==> src/rtl/pipe_pkg.sv <==
// Shared types and constants for the IF/ID pipeline register slice.
package pipe_pkg;

    localparam int unsigned XLEN_DEF = 32;
    localparam int unsigned ILEN_DEF = 32;

    // addi x0,x0,0
    localparam logic [31:0] NOP_INSTR = 32'h0000_0013;

    typedef struct packed {
        logic [ILEN_DEF-1:0] instr;
        logic [XLEN_DEF-1:0] pc;
        logic [XLEN_DEF-1:0] pcplus4;
    } if_id_t;

endpackage

==> src/rtl/pipe_skid_reg.sv <==
// Generic valid/ready register with optional second (skid) entry and flush.
module pipe_skid_reg #(
    parameter int unsigned W    = 96,
    parameter bit          SKID = 1'b1
) (
    input  logic         clk,
    input  logic         reset,
    input  logic [W-1:0] in_data,
    input  logic         in_valid,
    output logic         in_ready,
    input  logic         flush,
    output logic [W-1:0] out_data,
    output logic         out_valid,
    input  logic         out_ready
);

    logic         main_v, main_v_nxt;
    logic         skid_v, skid_v_nxt;
    logic [W-1:0] main_d, main_d_nxt;
    logic [W-1:0] skid_d, skid_d_nxt;
    logic         push, pop;

    // With a skid entry, ready depends only on the skid flop.
    assign in_ready  = SKID ? !skid_v : (!main_v || out_ready);
    assign push      = in_valid && in_ready;
    assign pop       = main_v && out_ready;
    assign out_data  = main_d;
    assign out_valid = main_v;

    always_comb begin
        main_v_nxt = main_v;
        main_d_nxt = main_d;
        skid_v_nxt = skid_v;
        skid_d_nxt = skid_d;
        if (flush) begin
            main_v_nxt = 1'b0;
            skid_v_nxt = 1'b0;
        end else if (pop && skid_v) begin
            main_d_nxt = skid_d;
            skid_v_nxt = 1'b0;
        end else if (push && (!main_v || pop)) begin
            main_v_nxt = 1'b1;
            main_d_nxt = in_data;
        end else if (push) begin
            skid_v_nxt = 1'b1;
            skid_d_nxt = in_data;
        end else if (pop) begin
            main_v_nxt = 1'b0;
        end
    end

    always_ff @(posedge clk or posedge reset) begin
        if (reset) begin
            main_v <= 1'b0;
            skid_v <= 1'b0;
            main_d <= '0;
            skid_d <= '0;
        end else begin
            main_v <= main_v_nxt;
            skid_v <= skid_v_nxt;
            main_d <= main_d_nxt;
            skid_d <= skid_d_nxt;
        end
    end

endmodule

==> src/rtl/if_id_pipe.sv <==
// IF/ID pipeline stage: carries instruction, PC and PC+4 from fetch to decode.
module if_id_pipe
    import pipe_pkg::*;
#(
    parameter int unsigned      XLEN = 32,
    parameter int unsigned      ILEN = 32,
    parameter logic [ILEN-1:0]  NOP  = ILEN'(NOP_INSTR),
    parameter bit               SKID = 1'b1
) (
    input  logic            clk,
    input  logic            reset,
    input  logic [ILEN-1:0] InstrF,
    input  logic [XLEN-1:0] PCF,
    input  logic [XLEN-1:0] PCPlus4F,
    input  logic            ValidF,
    output logic            ReadyF,
    input  logic            StallD,
    input  logic            FlushD,
    output logic [ILEN-1:0] InstrD,
    output logic [XLEN-1:0] PCD,
    output logic [XLEN-1:0] PCPlus4D,
    output logic            ValidD
);

    localparam int unsigned PW = ILEN + 2 * XLEN;

    logic [PW-1:0]   in_data;
    logic [PW-1:0]   out_data;
    logic [ILEN-1:0] instr_q;

    assign in_data = {InstrF, PCF, PCPlus4F};

    pipe_skid_reg #(
        .W    (PW),
        .SKID (SKID)
    ) u_reg (
        .clk       (clk),
        .reset     (reset),
        .in_data   (in_data),
        .in_valid  (ValidF),
        .in_ready  (ReadyF),
        .flush     (FlushD),
        .out_data  (out_data),
        .out_valid (ValidD),
        .out_ready (!StallD)
    );

    assign {instr_q, PCD, PCPlus4D} = out_data;

    // Decode sees a bubble whenever the main entry is empty.
    assign InstrD = ValidD ? instr_q : NOP;

endmodule

==> config.mk <==
export PLATFORM = sky130hd
export DESIGN_NAME = if_id_pipe
export DESIGN_NICKNAME = d
export VERILOG_FILES = /design/src/rtl/pipe_pkg.sv /design/src/rtl/pipe_skid_reg.sv /design/src/rtl/if_id_pipe.sv
export SDC_FILE = /design/constraint.sdc
export NUM_CORES = 1
export LEC_CHECK = 0
export CAP_MARGIN = 20
export CORE_MARGIN = 8
export CORE_UTILIZATION = 52
export CTS_BUF_LIST = sky130_fd_sc_hd__clkbuf_16
export DETAILED_ROUTE_END_ITERATION = 8
export GPL_TIMING_DRIVEN = 0
export HOLD_SLACK_MARGIN = 0.02
export PLACE_DENSITY = 0.91
export SYNTH_ARGS = -nofsm -noshare
export SYNTH_HDL_FRONTEND = slang
export SYNTH_SLANG_ARGS = --single-unit
==> constraint.sdc <==
create_clock -name clk -period 8.3 [get_ports clk]
set_input_delay 1.66 -clock clk [delete_from_list [all_inputs] [get_ports clk]]
set_output_delay 1.66 -clock clk [all_outputs]
set_load 0.02 [all_outputs]
==> Table 3: Implementation characteristics <==
Table: implementation figures

Parameter                              Value

Power
  Power density normalized to cell area .................. 229 mW/mm^2
  Group drawing the most power .................. sequential cells
  Switching power .................. 0.000852 W
  LEAKAGE .................. 5.83 nW
  P_int .................. 0.00205 W
  Switching power share of the total .................. 29.4%
  Overall power .................. 0.00290 W
  Power share of the clock group .................. 27.9%
  Power dissipated in combinational cells .................. 0.000791 W
  Worst vdd ir .................. 0.142 mV

Placement
  Worst Setup Slack post-DPL .................. 4.42 ns
  Total placed cells including tap cells .................. 1262
  Post-detailed-placement cell area .................. 0.0121 sq mm
  Placed wire-length estimate after detailed placement .................. 16.4 mm
  Final weighted congestion of routability-driven global placement .................. 0.774

Global routing
  Wire length of the first global-routing pass .................. 37.6 mm
  Total track usage .................. 19.7%

Finish
  MI comb area .................. 0.00376 sq mm
  Logic gate fraction of the total cell area .................. 29.7%
  Layout overhead on the synthesized area .................. 29.5%
  Clock network area share .................. 4.56%
  Antenna Cells .................. 0
  Count of non-filler cells in the finished layout .................. 1294
  Number of fill cells .................. 1340
  Flip-flop and latch share of the layout cell area .................. 38.3%
  Number of clock buffer instances in the layout .................. 17
  Buffering overhead .................. 22.2%

Detailed routing
  Number of optimization iterations in the first detailed-route pass .................. 4
  Met2 Routed Length .................. 11.1 mm
  Final ANT Viol Nets .................. 0
  Number of vias per cell after detailed routing .................. 5.01
  Average detailed-routed wire length per instance .................. 17.7 um

Synthesis
  Async SR Flop Fraction .................. 100%
  Mean area per synthesized cell .................. 11.8 sq um
  Top FF cell, synth .................. dfrtp_1
  Synthesis warning total .................. 0
  Count of flip-flops with a built-in enable after synthesis .................. 0
  Number of standard cells reported by yosys .................. 829
  Top logic family .................. multiplexers
  Post-Syn Instances .................. 829
  Portion of synthesized cell area occupied by the leading cell type .................. 49.6%
  Leading cell type by number of instances after synthesis .................. dfrtp_1
  Adder-cell area share of the yosys netlist .................. 0%
  Synthesized netlist net count .................. 930
  Largest cells by area after synthesis .................. dfrtp_1 (50%), mux2_2 (22%), mux2i_1 (9.8%), buf_4 (5.4%), inv_1 (3.8%)

Setup path
  Type of the worst setup path .................. reg2out
  Worst Path Arrival .................. 2.36 ns
  Launching point of the worst reg2reg path .................. u_reg.skid_v
  Worst setup SP type .................. flop
  Slowest stage delay, CP .................. 0.62 ns
  CP max-delay cell .................. clkdlybuf4s50_1
  Data required time of the critical path .................. 6.64 ns

Floorplanning
  Core Footprint .................. 0.0186 sq mm
  Vertical die dimension .................. 153 um
  DIE AREA .................. 0.0235 sq mm
  Number of standard-cell rows in the floorplan .................. 50
  FP Util .................. 52.7%
  Ports placed on the boundary .................. 199

STA
  Number of hold-slack violations in the final timing report .................. 0
  Actual transition at the worst max-transition pin .................. 0.644 ns
  Fraction of the cycle the final worst path needs .................. 48.4%
  Slew Limit Fails .................. 0
  Setup-failing EPs final .................. 0
  Final total negative setup slack .................. 0 ns
  Minimum period implied by the final worst setup slack .................. 4.02 ns
  Post-layout worst setup margin .................. 4.28 ns

Clock network
  Number of buffers created by CTS .................. 17
  Clock H-tree levels .................. 4
  Root Driver .................. clkbuf_16
  Post-CTS resize count .................. 0
  TritonCTS clock tree .................. done
  Post-CTS setup repair buffer count .................. 0

Run status
  Run status .................. completed

Hold path
  Hold EP .................. u_reg.out_data[90]
  Worst Min Path Start .................. u_reg.out_data[90]
[cell usage in the layout (no fill, tap or decap), types with 2 or more instances in the layout]
master / instances
and2_1: 29
buf_4: 71
a21oi_1: 2
nand2b_1: 4
clkinv_4: 4
mux2_2: 192
nor3_1: 2
clkinvlp_4: 2
clkbuf_1: 4
clkdlybuf4s50_1: 198
dfrtp_1: 194
mux2i_1: 96
buf_6: 12
clkbuf_16: 17
buf_2: 23
inv_8: 3
inv_1: 98
nand2_1: 98
inv_6: 3
[critical path, delay by kind of cell, from the launching register on]
family | cells | cell delay (ns)
buffers and inverters | 3 | 1.28
DFF | 1 | 0.38
and+or+nand+nor | 1 | 0.26
[flip-flops by register name, summed over array words and instances, names as in the netlist]
name / count
u_reg.out_valid: 1
u_reg.out_data: 96
u_reg.skid_d: 96
u_reg.skid_v: 1
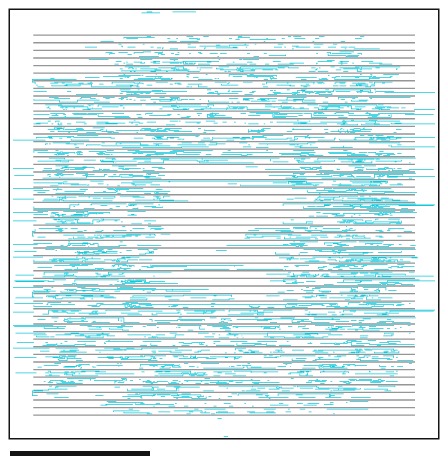
*Signal wires on met1*
Bar = 50 um. Supply wires on this layer in grey.
wire length on this layer = 9900 um
share of all routed wire = 43%
nets with wire on the layer = 1039
met1 demand-to-capacity share in global routing: 24.3%
vias post-DR: 6484
final wirelength: 22.9 mm

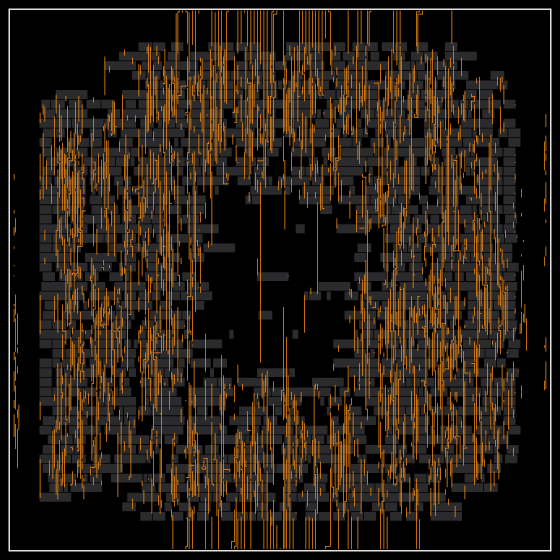
*Met2 routing*
Cells faint in the background.
nets with wire on the layer = 1040
share of all routed wire = 48%
wire length on this layer = 11100 um

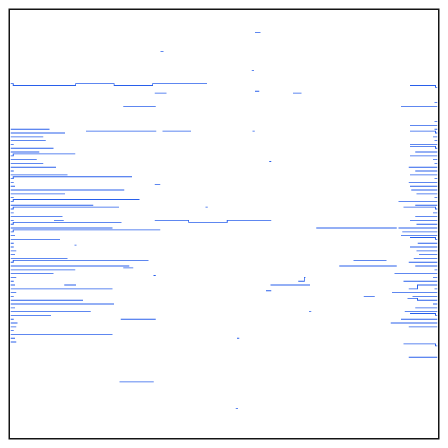
*Signal wires on met3*
longest straight run = 52.4 um
nets with wire on the layer = 134
main direction = horizontal
wire length on this layer = 1670 um
share of all routed wire = 7.3%
met3 track utilization from global routing: 6.34%

Power figures rest on the tool's default switching activity, not on a simulated workload.
